### src/rtl/axi_lite_pkg.sv
// Shared AXI4-Lite definitions: response codes, protection default and the
// command-master state encoding.
package axi_lite_pkg;

    localparam logic [1:0] RESP_OKAY    = 2'b00;
    localparam logic [1:0] RESP_EXOKAY  = 2'b01;
    localparam logic [1:0] RESP_SLVERR  = 2'b10;
    localparam logic [1:0] RESP_DECERR  = 2'b11;

    localparam logic [2:0] PROT_DEFAULT = 3'b000;

    typedef enum logic [2:0] {
        ST_IDLE,
        ST_WR_ADDR_DATA,
        ST_WR_RESP,
        ST_RD_ADDR,
        ST_RD_DATA,
        ST_RSP,
        ST_FLUSH
    } state_e;

endpackage

### src/rtl/axi_lite_cmd_master.sv
// AXI4-Lite initiator: one register command in, one AXI-Lite transaction out,
// one response back. Single outstanding transaction with a watchdog.
module axi_lite_cmd_master
    import axi_lite_pkg::*;
#(
    parameter int C_M_AXI_LITE_DATA_WIDTH = 32,
    parameter int C_M_AXI_LITE_ADDR_WIDTH = 6,
    parameter int TIMEOUT_CYCLES          = 1024
) (
    input  logic                                   M_AXI_LITE_ACLK,
    input  logic                                   M_AXI_LITE_ARESETN,
    input  logic                                   CMD_VALID,
    output logic                                   CMD_READY,
    input  logic                                   CMD_WRITE,
    input  logic [C_M_AXI_LITE_ADDR_WIDTH-1:0]     CMD_ADDR,
    input  logic [C_M_AXI_LITE_DATA_WIDTH-1:0]     CMD_DATA,
    input  logic [C_M_AXI_LITE_DATA_WIDTH/8-1:0]   CMD_STRB,
    output logic                                   RSP_VALID,
    input  logic                                   RSP_READY,
    output logic [C_M_AXI_LITE_DATA_WIDTH-1:0]     RSP_DATA,
    output logic [1:0]                             RSP_RESP,
    output logic                                   RSP_TIMEOUT,
    output logic [C_M_AXI_LITE_ADDR_WIDTH-1:0]     M_AXI_LITE_AWADDR,
    output logic [2:0]                             M_AXI_LITE_AWPROT,
    output logic                                   M_AXI_LITE_AWVALID,
    input  logic                                   M_AXI_LITE_AWREADY,
    output logic [C_M_AXI_LITE_DATA_WIDTH-1:0]     M_AXI_LITE_WDATA,
    output logic [C_M_AXI_LITE_DATA_WIDTH/8-1:0]   M_AXI_LITE_WSTRB,
    output logic                                   M_AXI_LITE_WVALID,
    input  logic                                   M_AXI_LITE_WREADY,
    input  logic [1:0]                             M_AXI_LITE_BRESP,
    input  logic                                   M_AXI_LITE_BVALID,
    output logic                                   M_AXI_LITE_BREADY,
    output logic [C_M_AXI_LITE_ADDR_WIDTH-1:0]     M_AXI_LITE_ARADDR,
    output logic [2:0]                             M_AXI_LITE_ARPROT,
    output logic                                   M_AXI_LITE_ARVALID,
    input  logic                                   M_AXI_LITE_ARREADY,
    input  logic [C_M_AXI_LITE_DATA_WIDTH-1:0]     M_AXI_LITE_RDATA,
    input  logic [1:0]                             M_AXI_LITE_RRESP,
    input  logic                                   M_AXI_LITE_RVALID,
    output logic                                   M_AXI_LITE_RREADY
);

    localparam int DW = C_M_AXI_LITE_DATA_WIDTH;
    localparam int AW = C_M_AXI_LITE_ADDR_WIDTH;
    localparam int SW = DW / 8;
    localparam int CW = (TIMEOUT_CYCLES > 0) ? $clog2(TIMEOUT_CYCLES + 1) : 1;
    localparam logic [CW-1:0] CNT_MAX = CW'(TIMEOUT_CYCLES);
    localparam logic [CW-1:0] TO_LAST = CW'((TIMEOUT_CYCLES > 0) ? TIMEOUT_CYCLES - 1 : 0);

    state_e          state_q;
    logic [AW-1:0]   addr_q;
    logic [DW-1:0]   data_q;
    logic [SW-1:0]   strb_q;
    logic            write_q;
    logic [CW-1:0]   cnt_q;
    logic            cmd_ready_q, rsp_valid_q, rsp_timeout_q;
    logic [DW-1:0]   rsp_data_q;
    logic [1:0]      rsp_resp_q;
    logic            awvalid_q, wvalid_q, bready_q, arvalid_q, rready_q;
    logic            aw_done_q, w_done_q, b_done_q, ar_done_q, r_done_q;

    logic aw_hs, w_hs, b_hs, ar_hs, r_hs;
    logic busy, hit, real_done, to_fire, all_done;

    assign aw_hs = awvalid_q & M_AXI_LITE_AWREADY;
    assign w_hs  = wvalid_q  & M_AXI_LITE_WREADY;
    assign b_hs  = bready_q  & M_AXI_LITE_BVALID;
    assign ar_hs = arvalid_q & M_AXI_LITE_ARREADY;
    assign r_hs  = rready_q  & M_AXI_LITE_RVALID;

    assign busy = (state_q == ST_WR_ADDR_DATA) || (state_q == ST_WR_RESP) ||
                  (state_q == ST_RD_ADDR) || (state_q == ST_RD_DATA);
    assign hit  = (TIMEOUT_CYCLES != 0) && busy && (cnt_q == TO_LAST);
    // A B/R beat landing on the expiry cycle is a real answer and beats the timeout.
    assign real_done = ((state_q == ST_WR_RESP) && b_hs) || ((state_q == ST_RD_DATA) && r_hs);
    assign to_fire   = hit && !real_done;
    assign all_done  = (aw_done_q | aw_hs) & (w_done_q | w_hs) & (b_done_q | b_hs) &
                       (ar_done_q | ar_hs) & (r_done_q | r_hs);

    always_ff @(posedge M_AXI_LITE_ACLK or negedge M_AXI_LITE_ARESETN) begin
        if (!M_AXI_LITE_ARESETN) begin
            state_q       <= ST_IDLE;
            addr_q        <= '0;
            data_q        <= '0;
            strb_q        <= '0;
            write_q       <= 1'b0;
            cnt_q         <= '0;
            cmd_ready_q   <= 1'b0;
            rsp_valid_q   <= 1'b0;
            rsp_timeout_q <= 1'b0;
            rsp_data_q    <= '0;
            rsp_resp_q    <= RESP_OKAY;
            awvalid_q     <= 1'b0;
            wvalid_q      <= 1'b0;
            bready_q      <= 1'b0;
            arvalid_q     <= 1'b0;
            rready_q      <= 1'b0;
            aw_done_q     <= 1'b1;
            w_done_q      <= 1'b1;
            b_done_q      <= 1'b1;
            ar_done_q     <= 1'b1;
            r_done_q      <= 1'b1;
        end else begin
            // Channel bookkeeping runs in every state so FLUSH sees late handshakes.
            if (aw_hs) begin awvalid_q <= 1'b0; aw_done_q <= 1'b1; end
            if (w_hs)  begin wvalid_q  <= 1'b0; w_done_q  <= 1'b1; end
            if (ar_hs) begin arvalid_q <= 1'b0; ar_done_q <= 1'b1; end
            if (b_hs)  b_done_q <= 1'b1;
            if (r_hs)  r_done_q <= 1'b1;
            if (busy && cnt_q != CNT_MAX) cnt_q <= cnt_q + CW'(1);

            if (to_fire) begin
                bready_q      <= 1'b0;
                rready_q      <= 1'b0;
                rsp_valid_q   <= 1'b1;
                rsp_timeout_q <= 1'b1;
                rsp_resp_q    <= RESP_DECERR;
                rsp_data_q    <= '0;
                state_q       <= ST_RSP;
            end else begin
                case (state_q)
                    ST_IDLE: begin
                        if (cmd_ready_q && CMD_VALID) begin
                            cmd_ready_q <= 1'b0;
                            addr_q      <= CMD_ADDR;
                            data_q      <= CMD_DATA;
                            strb_q      <= CMD_STRB;
                            write_q     <= CMD_WRITE;
                            cnt_q       <= '0;
                            aw_done_q   <= !CMD_WRITE;
                            w_done_q    <= !CMD_WRITE;
                            b_done_q    <= !CMD_WRITE;
                            ar_done_q   <= CMD_WRITE;
                            r_done_q    <= CMD_WRITE;
                            if (CMD_WRITE) begin
                                awvalid_q <= 1'b1;
                                wvalid_q  <= 1'b1;
                                state_q   <= ST_WR_ADDR_DATA;
                            end else begin
                                arvalid_q <= 1'b1;
                                state_q   <= ST_RD_ADDR;
                            end
                        end else begin
                            cmd_ready_q <= 1'b1;
                        end
                    end
                    ST_WR_ADDR_DATA: begin
                        if ((aw_done_q | aw_hs) && (w_done_q | w_hs)) begin
                            bready_q <= 1'b1;
                            state_q  <= ST_WR_RESP;
                        end
                    end
                    ST_WR_RESP: begin
                        if (b_hs) begin
                            bready_q      <= 1'b0;
                            rsp_valid_q   <= 1'b1;
                            rsp_timeout_q <= 1'b0;
                            rsp_resp_q    <= M_AXI_LITE_BRESP;
                            rsp_data_q    <= '0;
                            state_q       <= ST_RSP;
                        end
                    end
                    ST_RD_ADDR: begin
                        if (ar_hs) begin
                            rready_q <= 1'b1;
                            state_q  <= ST_RD_DATA;
                        end
                    end
                    ST_RD_DATA: begin
                        if (r_hs) begin
                            rready_q      <= 1'b0;
                            rsp_valid_q   <= 1'b1;
                            rsp_timeout_q <= 1'b0;
                            rsp_resp_q    <= M_AXI_LITE_RRESP;
                            rsp_data_q    <= M_AXI_LITE_RDATA;
                            state_q       <= ST_RSP;
                        end
                    end
                    ST_RSP: begin
                        if (RSP_READY) begin
                            rsp_valid_q   <= 1'b0;
                            rsp_timeout_q <= 1'b0;
                            rsp_resp_q    <= RESP_OKAY;
                            rsp_data_q    <= '0;
                            if (rsp_timeout_q) begin
                                bready_q <= write_q;
                                rready_q <= !write_q;
                                state_q  <= ST_FLUSH;
                            end else begin
                                cmd_ready_q <= 1'b1;
                                state_q     <= ST_IDLE;
                            end
                        end
                    end
                    ST_FLUSH: begin
                        if (all_done) begin
                            bready_q    <= 1'b0;
                            rready_q    <= 1'b0;
                            cmd_ready_q <= 1'b1;
                            state_q     <= ST_IDLE;
                        end
                    end
                    default: state_q <= ST_IDLE;
                endcase
            end
        end
    end

    assign CMD_READY          = cmd_ready_q;
    assign RSP_VALID          = rsp_valid_q;
    assign RSP_DATA           = rsp_data_q;
    assign RSP_RESP           = rsp_resp_q;
    assign RSP_TIMEOUT        = rsp_timeout_q;
    assign M_AXI_LITE_AWADDR  = addr_q;
    assign M_AXI_LITE_AWPROT  = PROT_DEFAULT;
    assign M_AXI_LITE_AWVALID = awvalid_q;
    assign M_AXI_LITE_WDATA   = data_q;
    assign M_AXI_LITE_WSTRB   = strb_q;
    assign M_AXI_LITE_WVALID  = wvalid_q;
    assign M_AXI_LITE_BREADY  = bready_q;
    assign M_AXI_LITE_ARADDR  = addr_q;
    assign M_AXI_LITE_ARPROT  = PROT_DEFAULT;
    assign M_AXI_LITE_ARVALID = arvalid_q;
    assign M_AXI_LITE_RREADY  = rready_q;

endmodule

### config.mk
export PLATFORM = sky130hd
export DESIGN_NAME = axi_lite_cmd_master
export DESIGN_NICKNAME = d
export VERILOG_FILES = /design/src/rtl/axi_lite_pkg.sv /design/src/rtl/axi_lite_cmd_master.sv
export SDC_FILE = /design/constraint.sdc
export NUM_CORES = 1
export LEC_CHECK = 0
export CORE_MARGIN = 5
export CORE_UTILIZATION = 43
export CTS_CLUSTER_DIAMETER = 50
export DETAILED_ROUTE_END_ITERATION = 10
export PLACE_DENSITY = 0.88
export SYNTH_ARGS = -nofsm -noshare
export SYNTH_HDL_FRONTEND = slang
export SYNTH_SLANG_ARGS = --single-unit
### constraint.sdc
create_clock -name M_AXI_LITE_ACLK -period 4.8 [get_ports M_AXI_LITE_ACLK]
set_input_delay 0.48 -clock M_AXI_LITE_ACLK [delete_from_list [all_inputs] [get_ports M_AXI_LITE_ACLK]]
set_output_delay 0.48 -clock M_AXI_LITE_ACLK [all_outputs]
set_load 0.01 [all_outputs]
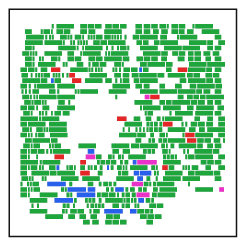
Run 1: sizing map
Scale: 2 px per um.
_6 and larger: marked red, cells 13, share 2.1%. _3 and _4 cells: marked magenta, cells 6, share 0.98%. _0 and _1 cells: marked green, cells 576, share 94%. _2 cells: marked blue, cells 18, share 2.9%.
min setup slack post-route: 1.86 ns
Layout area overhead: 42.3%

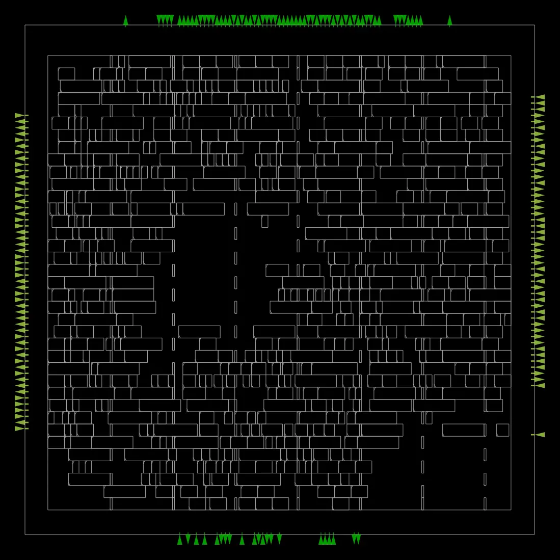
Run 1: cell outlines without signal wires
Flop Count: 104
fin util: 0.627
number of well-tap cells placed: 136

==> metrics.yaml, run 1 <==
clocking:
  worst_skew_pair.late_latency_ns: 0.36
  cts_post_setup_buffers_inserted: 0
  cts.repair.resized: 0
  hold_buf_cts: 0
  clk_transition_reported_paths_ns: 0.10
  clock_tree.htree_level_count: 3
  cts_buffers: 9
  buffer_cell_driving_the_clock_tree_root: "clkbuf_8"
setup_path:
  criticalPathCategory: "register to register"
  timing.critical_path.from_type: "register"
  crit-reg2reg-capture: "RSP_DATA[6]"
  critical_path_end: "RSP_DATA[6]"
  worst-path-max-fanout: 32
  worstRegToRegCells: 5
  endpoint_kind: "register"
  startpoint: "state_q[1]"
  timing.reg2reg.setup_slack_ns: 1.86
final_timing:
  finalClockPeriodUsage: 0.613
  setup-violations-final: 0
  report.final.hold_viol_count: 0
  finalSetupTns_ns: 0
  grt_setup_unrepaired: "false"
  layout_skew_ns: 0.00732
synth:
  ys_cells: 451
  synth-seq-area-share: 0.574
  synth_cell_type_count: 53
  topCombFamilyByArea: "simple AND/OR/NAND/NOR gates"
  yosys_most_used_dff: "dfrtp_1"
  yosysChipArea_mm2: 0.00455
  syn_inst: 451
  async_reset_ff_frac: 1.00
  ys_sh_simple: 0.194
  synthAoiAreaFrac: 0.133
  post_synth_xor_area_fraction: 0.0215
  post_synth_edffs: 0
  ys_warn_count: 0
  mappedNetlistArea_mm2: 0.00455
  synthesis.area_per_instance_um2: 10.1
job:
  drv.max_cap_violation_count: 0
floorplan:
  core-area_mm2: 0.0103
  initial_utilization: 0.441
pwr:
  max-vdd-ir-drop_v: 0.000154
  p_int_w: 0.00115
  sw_frac_of_total: 0.227
  power_per_cell_area_mw_per_mm2: 230
  static-leakage-power_nw: 3.02
  pwr-share-comb: 0.067
global_route:
  gr-total-overflow: 0
  grt_first_pass_wirelength_um: 19600
final_layout:
  insertedDiodeCount: 0
  layout.filler_cells: 819
  most_frequent_standard_cell_in_the_layout_excluding_fill_and_tap_cells: "clkdlybuf4s50_1"
  fin_nets: 698
detailed_routing:
  drt-total-wl_um: 12100
  ant_nets: 0
  num_vias: 3866
  post_drt_via_cell_ratio: 5.16
  drt_pass1_iterations: 4
place:
  dpl.hpwl_um: 8820
  preCtsSetupSlack_ns: 1.81
  place.gp.congestion: 0.832
status:
  status: "finished, final reports clean"
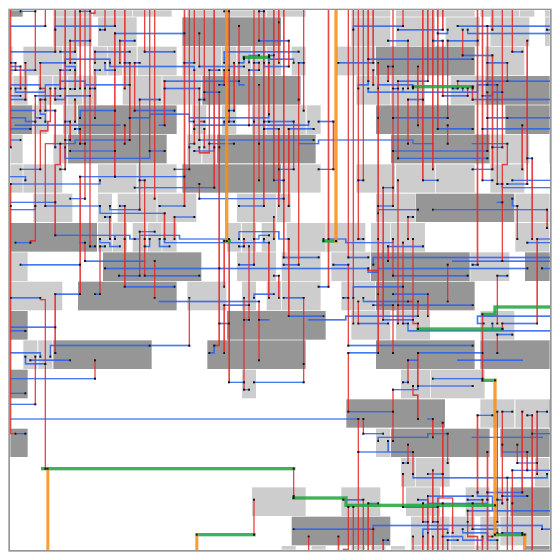
Run 1: close-up of the layout
Region (31, 54) to (81, 104) um. Cells in gray, sequential cells in the stronger gray; small squares are vias.
metal 2: marked red. metal 4: marked orange. metal 3: marked green. metal 1: marked blue.
Most frequent: nand2_1 (38), clkdlybuf4s50_1 (36), dfrtp_1 (25). Sequential cells in the window: 25. 130 logic cells have their middle in the window. Netlist names of flops here include `M_AXI_LITE_WDATA` (12), `RSP_DATA` (9), `cnt_q` (4).

run 1: layout make-up:
cell class                 instances  area, um2  share of cell area
clock inverter                     6       41.3             0.00638
inverter                           8       30.0             0.00464
timing repair buffer             178       1780               0.275
sequential                       104       2610               0.403
clock buffer                      10        138              0.0213
tap                              136        170              0.0263
multi-input combinational        307       1710               0.264
run 1: kinds of logic (layout without fill, tap and decap cells):
kind of cell	count (synthesis)	after routing
other cells	1	6
buf+inv	45	202
xor+xnor	9	9
flops	104	104
fa+ha+maj	2	2
mux	5	5
compound gates	82	82
simple gates	203	203
run 1: critical path: stages, from the launching register on:
cell and delay, ns:
dfrtp_1 0.77, nor3b_4 0.37, a31oi_1 0.12, nand4_1 0.40, and2_1 0.96, a22o_1 0.25
run 1: flip-flops by register name, summed over array words and instances (netlist names), 2 cells and up:
register and flops:
M_AXI_LITE_WDATA 32, RSP_DATA 32, cnt_q 11, M_AXI_LITE_ARADDR 6, M_AXI_LITE_WSTRB 4, state_q 3
RSP_RESP 2
run 1: through the flow:
step / util / cell area [um2] / instances / total power [W]
after floorplan: - / 4570 / 456 / 0.000909
after global placement: 0.609 / 6290 / 733 / 0.000997
after detailed placement: 0.609 / 6290 / 733 / 0.000999
after CTS: 0.627 / 6470 / 749 / 0.00151
after global routing: 0.627 / 6470 / 749 / 0.00155
final: 0.627 / 6470 / 749 / 0.00149
run 1: power groups by stage:
stage / Clock, W / Sequential (W) / Combinational (W)
6_report: 0.000508 / 0.000881 / 0.0000998
5_1_grt: 0.000565 / 0.000881 / 0.000109
4_1_cts: 0.000532 / 0.000881 / 0.000101
3_5_place_dp: 0 / 0.000898 / 0.000101
3_3_place_gp: 0 / 0.000898 / 0.0000992
2_1_floorplan: 0 / 0.000898 / 0.0000116
run 1: routing by layer:
metal  vias to the layer above  track usage  wire length [um]
met2                       170        0.325              5980
met1                      1871        0.229              4910
li1                       1810            -                 -
met4                         0       0.0529               154
met5                         -            0                 0
met3                        15       0.0588              1090
run 1: worst min-delay path by stage:
stage	from	slack (ns)	endpoint
detailed placement	M_AXI_LITE_WDATA[13]	0.46	M_AXI_LITE_WDATA[13]
finish	M_AXI_LITE_ARESETN	0.12	RSP_DATA[25]
global placement	M_AXI_LITE_WDATA[11]	0.46	M_AXI_LITE_WDATA[11]
floorplan	M_AXI_LITE_ARESETN	0.18	CMD_READY
CTS	M_AXI_LITE_ARESETN	0.12	RSP_DATA[25]
global route	M_AXI_LITE_ARESETN	0.16	RSP_DATA[25]
run 1: cells in the mapped netlist (7+ instances only):
cell,number,share of area
nor2_1,14,0.012
buf_4,13,0.021
a21oi_1,21,0.023
inv_1,7,0.0058
a22o_1,32,0.062
o21ai_0,7,0.0077
xor2_1,7,0.013
nand3_1,11,0.012
dfrtp_1,99,0.54
buf_2,7,0.0077
clkbuf_1,10,0.0083
nand2_1,145,0.12
==> inputs of run 2 (changes only) <==
clock period = 2.9 ns   (was 4.8 ns; I/O delays follow)
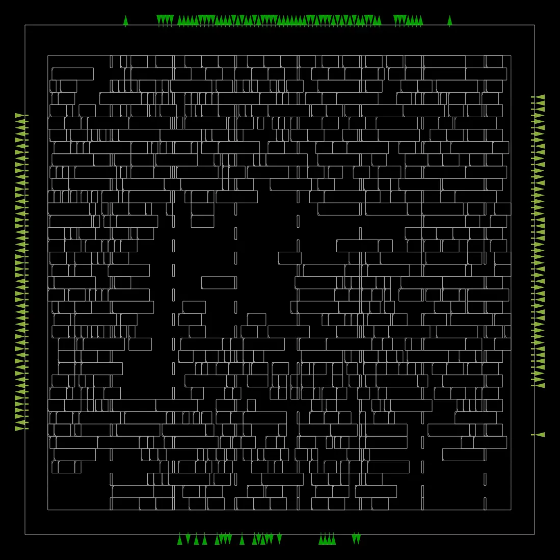
Run 2: cell outlines without signal wires
row count: 37
sequential fraction of total cell area: 0.398
post-layout instance count excluding filler cells: 754

==> run 2 against run 1 <==
Net effect: the flow now finishes with violations (hold timing); clock skew fell by 0.0019 ns; worst hold slack worse by 0.14 ns; sequential power is 66% higher; area after synthesis unchanged; power rose by 67%; critical path type unchanged.
==> metrics.yaml, run 2 <==
status:
  status: "complete, but fails checks"  # was finished, final reports clean
  failed_checks: "hold timing"
synth:
  top_cell: "nand2_1"  # unchanged
  synth-seq-area-share: 0.574  # unchanged
  yosys.area.top_type: "dfrtp_1"  # unchanged
  top_cells_by_count: "nand2_1 (145), dfrtp_1 (99), a22o_1 (32)"  # unchanged
  yosysChipArea_mm2: 0.00455  # unchanged
  post-synth-top-area-fraction: 0.545  # unchanged
  syn_inst: 451  # unchanged
  post_synth_edffs: 0  # unchanged
  ys_cells: 451  # unchanged
  async_reset_ff_frac: 1.00  # unchanged
  ys_warn_count: 0  # unchanged
  synthesis.area_per_instance_um2: 10.1  # unchanged
  synth.top_cells.by_area: "dfrtp_1 (54%), nand2_1 (12%), a22o_1 (6.2%)"  # unchanged
  mappedNetlistArea_mm2: 0.00455  # unchanged
  yosys_most_used_dff: "dfrtp_1"  # unchanged
final_timing:
  hold_slack_ns: -0.0200  # was 0.120 ns
  setup-violations-final: 0  # unchanged
  layout_setup_ws_ns: 0.620  # was 1.86 ns
  finalSetupTns_ns: 0  # unchanged
  report.final.hold_viol_count: 7  # was 0
  grt_setup_unrepaired: "false"  # unchanged
  layout_skew_ns: 0.00546  # was 0.00732 ns
pwr:
  static-leakage-power_nw: 3.05  # was 3.02 nW
  power_per_cell_area_mw_per_mm2: 380  # was 230 mW/mm2
  max-vdd-ir-drop_v: 0.000303  # was 0.000154 V
global_route:
  grt_first_pass_wirelength_um: 20200  # was 19,600 um
  gr-total-overflow: 0  # unchanged
clocking:
  cts_post_setup_buffers_inserted: 0  # unchanged
  worst_skew_pair.late_latency_ns: 0.35  # was 0.36 ns
  cts_buffers: 9  # unchanged
  clock_tree.htree_level_count: 3  # unchanged
  hold_buf_cts: 0  # unchanged
  buffer_cell_driving_the_clock_tree_root: "clkbuf_8"  # unchanged
  cts.repair.resized: 0  # unchanged
  clk_transition_reported_paths_ns: 0.09  # was 0.10 ns
floorplan:
  core-area_mm2: 0.0103  # unchanged
  initial_utilization: 0.441  # unchanged
detailed_routing:
  ant_nets: 0  # unchanged
  drt-total-wl_um: 12300  # was 12,100 um
  num_vias: 3837  # was 3,866
  post_drt_via_cell_ratio: 5.09  # was 5.16
final_layout:
  utilization: 0.634  # was 0.627
  syn2layout_area_growth_pct: 44.0  # was 42.3%
  layout.filler_cells: 833  # was 819
  fin_nets: 703  # was 698
  sequential_cell_area_mm2: 0.00261  # unchanged
  insertedDiodeCount: 0  # unchanged
  mi_logic_area_mm2: 0.00171  # unchanged
job:
  drv.max_cap_violation_count: 0  # unchanged
setup_path:
  worstRegToRegCells: 6  # was 5
  endpoint_kind: "register"  # unchanged
  criticalPathCategory: "register to register"  # unchanged
  timing.critical_path.from_type: "register"  # unchanged
place:
  place.gp.congestion: 0.854  # was 0.832
  dpl.hpwl_um: 8870  # was 8820 um
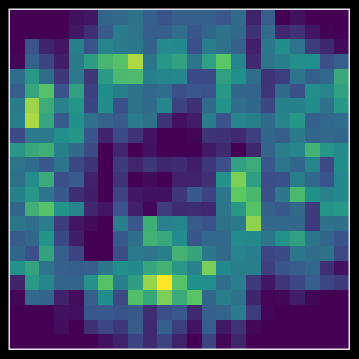
Run 2: routed metal per tile
Scale: 3 px per um. The die is cut into 23 by 23 equal tiles; dark purple is low, yellow is high, scaled to the fullest tile. Values are wire area over tile area, all layers added.
14% of the tiles are nearly empty. 15% of the tiles are over half the peak. The mean over all tiles is 0.16. The emptiest ninth of the die: south-east.

[run 2: cell counts after synthesis]
Identical to the previous run, type by type.
[run 2: cell type report]
class | count | area share
clock inverters | 3 | 0.00382
well taps | 136 | 0.0260
inverters | 8 | 0.00459
repair buffers | 183 | 0.281
clock buffers | 13 | 0.0258
multi-input cells | 307 | 0.260
flip-flops and latches | 104 | 0.398
[run 2: power breakdown]
part | switching, W | leakage, nW | internal [W] | total, W
clock network | 0.000474 | 0.0958 | 0.000387 | 0.000861
registers | 0.00000119 | 1.42 | 0.00146 | 0.00146
logic | 0.0000591 | 1.54 | 0.000110 | 0.000169
total | 0.000535 | 3.05 | 0.00195 | 0.00249
[run 2: path summary, 6_finish.rpt]
kind / start / to / slack, ns
max: state_q[0] / RSP_DATA[15] / 0.62
min: M_AXI_LITE_ARESETN / M_AXI_LITE_ARADDR[0] / -0.02
max in group asynchronous: M_AXI_LITE_ARESETN / M_AXI_LITE_WDATA[0] / 2.49
min reg2reg: M_AXI_LITE_WDATA[11] / M_AXI_LITE_WDATA[11] / 0.48
min in group M_AXI_LITE_ACLK: CMD_DATA[27] / M_AXI_LITE_WDATA[27] / 0.46
max reg2reg: state_q[0] / RSP_DATA[15] / 0.62
[run 2: layer usage]
| layer | up-vias | routed length (um) | global-route usage |
|---|---|---|---|
| met5 | - | 0 | 0 |
| met4 | 0 | 238 | 0.0617 |
| met3 | 22 | 876 | 0.0594 |
| met2 | 149 | 6200 | 0.340 |
| met1 | 1848 | 4970 | 0.232 |
| li1 | 1818 | - | - |
[run 2: logic make-up after synthesis]
group,count (synthesis),share of synthesized area
AND/OR/NAND/NOR,203,0.194
flip-flops,104,0.574
AND-OR/OR-AND,82,0.133
buffers and inverters,45,0.0597
XOR/XNOR,9,0.0215
multiplexers,5,0.0113
adder cells (fa/ha/maj),2,0.00550
other,1,0.000825
[run 2: critical path, stage by stage, from the launching register on]
cell	delay [ns]
dfrtp_1	0.76
nor2b_2	0.37
a32oi_2	0.19
o21ai_2	0.22
and2_1	0.18
buf_4	0.31
a22o_1	0.19
[run 2: through the flow]
stage	cell area, um2	std cells	total power [W]
floorplan	4570	456	0.00151
global placement	6350	738	0.00165
detailed placement	6350	738	0.00166
CTS	6550	754	0.00253
global route	6550	754	0.00260
finish	6550	754	0.00249
==> inputs of run 3 (changes only) <==
clock period = 2.35 ns   (was 2.9 ns; I/O delays follow)
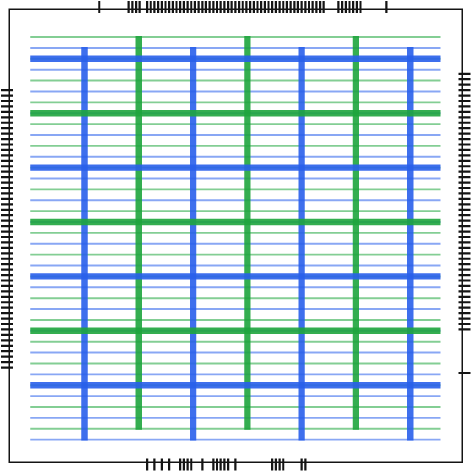
Run 3: PDN straps and rails
Scale: 4 px per um. Pins as bars on the die edge.
VSS: marked blue. VDD: marked green.
184 signal pins sit on the boundary. 38 met1 rails follow the rows. 7 straps on met4. 7 straps on met5. The core has 37 rows.
height of the die: 113 um
Core Footprint: 0.0103 mm2

==> run 3 against run 2 <==
Net effect: the run now ends clean; fmax is 5.4% higher; non-clock buffer count is 6 higher; worst hold slack better by 0.41 ns; clock-buffer cell count is 3 lower; die size stayed put; register-to-register slack worse by 0.43 ns; combinational power is 25% higher; core utilization is 0.74 points higher; setup slack worse by 0.43 ns; flip-flop count stayed put; critical path type unchanged; critical endpoint is now RSP_DATA[10]; largest cell class unchanged.
==> metrics.yaml, run 3 <==
clocking:
  cts_buffers: 9  # unchanged
  cts.repair.resized: 0  # unchanged
  clock_tree.htree_level_count: 3  # unchanged
  clk_transition_reported_paths_ns: 0.10  # was 0.09 ns
  worst_skew_pair.late_latency_ns: 0.37  # was 0.35 ns
  clock_tree_from_tritoncts: "done"  # unchanged
  cts_post_setup_buffers_inserted: 0  # unchanged
  buffer_cell_driving_the_clock_tree_root: "clkbuf_8"  # unchanged
synth:
  ys_cells: 451  # unchanged
  mappedNetlistArea_mm2: 0.00455  # unchanged
  syn_inst: 451  # unchanged
  post_synth_edffs: 0  # unchanged
  synthesis.area_per_instance_um2: 10.1  # unchanged
  post-synth-top-area-fraction: 0.545  # unchanged
  yosys_most_used_dff: "dfrtp_1"  # unchanged
  synth.top_cells.by_area: "dfrtp_1 (54%), nand2_1 (12%), a22o_1 (6.2%)"  # unchanged
  synth_cell_type_count: 53  # unchanged
  top_cells_by_count: "nand2_1 (145), dfrtp_1 (99), a22o_1 (32)"  # unchanged
  synth-seq-area-share: 0.574  # unchanged
job:
  drv.max_cap_violation_count: 0  # unchanged
final_timing:
  layout_skew_ns: 0.00839  # was 0.00546 ns
  report.final.hold_viol_count: 0  # was 7
  finalClockPeriodUsage: 0.921  # was 0.786
  finalSetupTns_ns: 0  # unchanged
place:
  place.gp.congestion: 0.912  # was 0.854
  dpl.hpwl_um: 9020  # was 8870 um
final_layout:
  insertedDiodeCount: 0  # unchanged
  syn2layout_area_growth_pct: 45.6  # was 44.0%
  fin_nets: 709  # was 703
  utilization: 0.642  # was 0.634
  post-route-cell-area_mm2: 0.00662  # was 0.00655 mm2
global_route:
  grt.met3_usage: 0.0684  # was 0.0594
  global_route.usage.met1: 0.241  # was 0.232
  global_route.usage.met2: 0.313  # was 0.340
  gr-total-overflow: 0  # unchanged
  grt_first_pass_wirelength_um: 19900  # was 20,200 um
  grt_busiest_layer: "met2"  # unchanged
detailed_routing:
  ant_nets: 0  # unchanged
  drt-total-wl_um: 12200  # was 12,300 um
  num_vias: 3827  # was 3,837
  drt_pass1_iterations: 5  # was 4
  post_drt_via_cell_ratio: 5.04  # was 5.09
pwr:
  power_per_cell_area_mw_per_mm2: 473  # was 380 mW/mm2
  max-vdd-ir-drop_v: 0.000324  # was 0.000303 V
setup_path:
  worstRegToRegCells: 6  # unchanged
  timing.critical_path.from_type: "register"  # unchanged
  endpoint_kind: "register"  # unchanged
  worst-path-max-fanout: 32  # unchanged
  startpoint: "state_q[0]"  # unchanged
  reg2reg_from: "state_q[0]"  # unchanged
status:
  status: "finished, final reports clean"  # was complete, but fails checks
min_path:
  hold_path_startpoint: "CMD_STRB[1]"
floorplan:
  placementRows: 37  # unchanged
  initial_utilization: 0.441  # unchanged
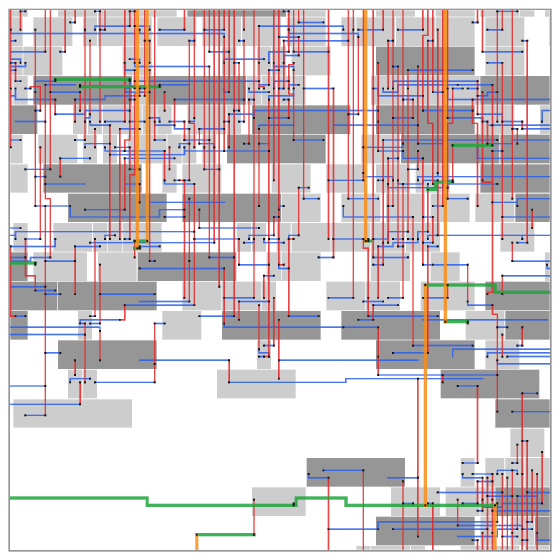
Run 3: close-up of the layout
Region (31, 54) to (81, 104) um. Cells in gray, sequential cells in the stronger gray; small squares are vias.
metal 3: marked green. metal 2: marked red. metal 4: marked orange. metal 1: marked blue.
129 logic cells have their middle in the window. Sequential cells in the window: 25. Netlist names of flops here include `M_AXI_LITE_WDATA` (11), `RSP_DATA` (10), `cnt_q` (4). Most frequent: nand2_1 (39), clkdlybuf4s50_1 (39), dfrtp_1 (25).

run 3: cell counts after synthesis:
Identical to the previous run, type by type.
run 3: layout make-up:
cell class	instances	area, um2
fillers	805	3700
inverters	8	30.0
repair buffers	189	1910
clock inverters	6	70.1
well taps	136	170
flip-flops and latches	104	2610
clock buffers	10	128
multi-input cells	307	1710
run 3: final timing paths:
| path | end | slack [ns] |
|---|---|---|
| max reg2reg | RSP_DATA[10] | 0.19 |
| max in group asynchronous | M_AXI_LITE_WDATA[12] | 1.22 |
| max | RSP_DATA[10] | 0.19 |
| min | M_AXI_LITE_WSTRB[1] | 0.39 |
| min reg2reg | M_AXI_LITE_WSTRB[3] | 0.48 |
| min in group asynchronous | cnt_q[8] | 0.46 |
run 3: logic make-up after synthesis:
kind of cell,count (synthesis),share of synthesized area
and+or+nand+nor,203,0.194
DFF,104,0.574
AOI/OAI and AO/OA,82,0.133
buffers and inverters,45,0.0597
xor gates and xnor gates,9,0.0215
muxes,5,0.0113
adders and majority gates,2,0.00550
other,1,0.000825
run 3: metrics by stage:
stage / power, W / std cells / setup WS [ns]
2_1_floorplan: 0.00186 / 456 / 0.680
3_3_place_gp: 0.00204 / 743 / 0.348
3_5_place_dp: 0.00204 / 743 / 0.256
4_1_cts: 0.00317 / 760 / 0.223
5_1_grt: 0.00325 / 760 / 0.0208
6_report: 0.00313 / 760 / 0.187
run 3: critical path, cell delays in order, from the launching register on:
cell and delay [ns]:
dfrtp_1 0.77, nor2b_2 0.36, a32oi_2 0.18, o21ai_2 0.19, and2_1 0.23, buf_12 0.19, a22o_1 0.16
run 3: routing by layer:
metal  part of all wire  vias to the layer above  wire length [um]
li1                   -                     1838                 -
met1               0.41                     1814              4950
met2               0.48                      154              5920
met3              0.089                       21              1090
met4              0.022                        0               269
met5                  0                        -                 0
run 3: timing repair:
item / 4_1_cts / 5_1_grt
hold buffers: 1 / 0
setup endpoints to repair: 0 / 0
hold endpoints to repair: 47 / 0
run 3: where the power goes:
| part | total, W | switching [W] | internal (W) |
|---|---|---|---|
| Combinational | 0.000211 | 0.0000735 | 0.000137 |
| Clock | 0.00112 | 0.000625 | 0.000497 |
| Sequential | 0.00180 | 0.00000122 | 0.00180 |
Power figures rest on the tool's default switching activity, not on a simulated workload.
